==> config.mk <==
export PLATFORM = sky130hd
export DESIGN_NAME = fetch_redirect_ctrl
export DESIGN_NICKNAME = d
export VERILOG_FILES = /design/src/rtl/fetch_redirect_ctrl.sv
export SDC_FILE = /design/constraint.sdc
export NUM_CORES = 1
export LEC_CHECK = 0
export CORE_MARGIN = 2
export CORE_UTILIZATION = 41
export DETAILED_ROUTE_END_ITERATION = 8
export GPL_TIMING_DRIVEN = 0
export PLACE_DENSITY = 0.82
export SETUP_SLACK_MARGIN = 0.3
export SLEW_MARGIN = 20
export SYNTH_ARGS = -nofsm -noshare
export SYNTH_HDL_FRONTEND = slang
export SYNTH_SLANG_ARGS = --single-unit
==> constraint.sdc <==
create_clock -name i_clk -period 6 [get_ports i_clk]
set_input_delay 0.6 -clock i_clk [delete_from_list [all_inputs] [get_ports i_clk]]
set_output_delay 0.6 -clock i_clk [all_outputs]
set_load 0.01 [all_outputs]
**Placement by cell class**

Scale: 3 px per um.
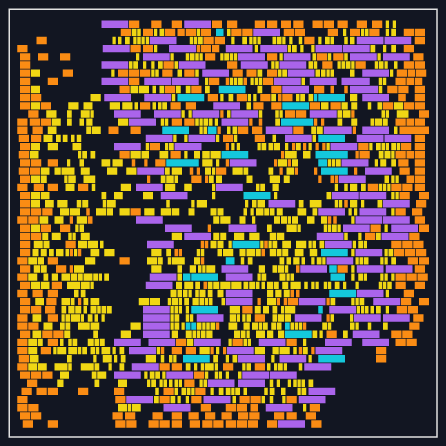
Cyan is clock drivers and dummy loads, cells 32. Yellow is remaining logic cells, cells 774. Purple is registers, cells 130. Orange is remaining buffers and delay cells, cells 388.
sequential portion of the cell area: 0.276
area of the core: 18700 sq um
number of placement rows: 50

**M3 wires**

Scale: 2 px per um.
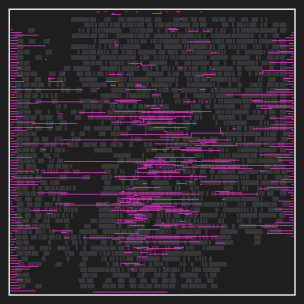
The wires run mostly horizontal. 299 nets have wire on it. The layer holds 10% of the routed length.
GRT met3 Usage: 0.0764
number of vias in the routed layout: 8864

==> PnR_summary.wiki <==
=== Physical design figures ===
{| class="wikitable"
! Metric !! Value
|-
| Run status || finished, final reports clean
|-
| Proportion of power drawn by flip-flops and latches || 0.368
|-
| CTS tree || done
|-
| CTS max path bufs || 2
|-
| Total of buffers placed on input and output ports || 306
|-
| Slack of the critical path || 1.21 ns
|-
| Most frequent standard cell in the layout excluding fill and tap cells || clkdlybuf4s50_1
|-
| Most common library cells after synthesis || 228 x nor2_1, 130 x a21oi_1, 126 x dfrtp_1
|-
| Wire length reported by the detailed router || 32.0 mm
|-
| Simple Share, Synth || 0.260
|-
| Slowest cell on crit path || clkbuf_1
|-
| Cells in synth_stat.txt || 985
|-
| Power attributed to the clock group || 1.08 mW
|-
| Count of pins on the block boundary || 308
|-
| Area fraction in compound gates after synthesis || 0.136
|-
| Clock root buffer || clkbuf_16
|-
| Final setup fails || 0
|-
| Setup slack on the worst flop-to-flop path || 2.82 ns
|-
| Clk network pwr share || 0.358
|-
| Required time of the worst setup path || 5.40 ns
|-
| First-pass GRT wire length || 48.7 mm
|-
| Overall die width || 142 um
|-
| Via-to-Cell Ratio || 5.69
|-
| Sw Share || 0.312
|-
| Power dissipated in sequential cells || 1.11 mW
|-
| Synth warn || 0
|-
| Internal Dissipation || 2.08 mW
|-
| Clk_skew || 0.0111 ns
|-
| Maximum level of the CTS H-tree || 4
|-
| Global placement routability congestion || 0.934
|-
| Number of buffers inserted for hold repair after clock tree synthesis || 0
|-
| Max Clock Freq || 209 MHz
|}
[metal layers]
layer / up-vias / wire, um
met4: 2 / 1450
met2: 543 / 15100
li1: 4032 / -
met3: 102 / 3190
met5: - / 8
met1: 4185 / 12200
[final cells by class]
type,instances,share of cell area
Multi-Input combinational cell,765,0.354
Sequential cell,130,0.276
Timing Repair Buffer,307,0.262
Clock buffer,19,0.0375
Buffer,81,0.0290
Tap cell,234,0.0248
Clock inverter,13,0.0135
Inverter,9,0.00350
Antenna cell,1,0.000212
[through the flow]
step           TNS, ns  power [mW]  area, sq um  std cells
6_report             0        3.02        11800       1559
5_1_grt              0        3.13        11800       1559
4_1_cts              0        3.01        11800       1558
3_5_place_dp         0        1.93        11200       1526
3_3_place_gp   -116.14        1.92        11200       1525
2_1_floorplan        0        1.43         7820        985
No activity file was given, so power comes from the tool's default toggle rates.
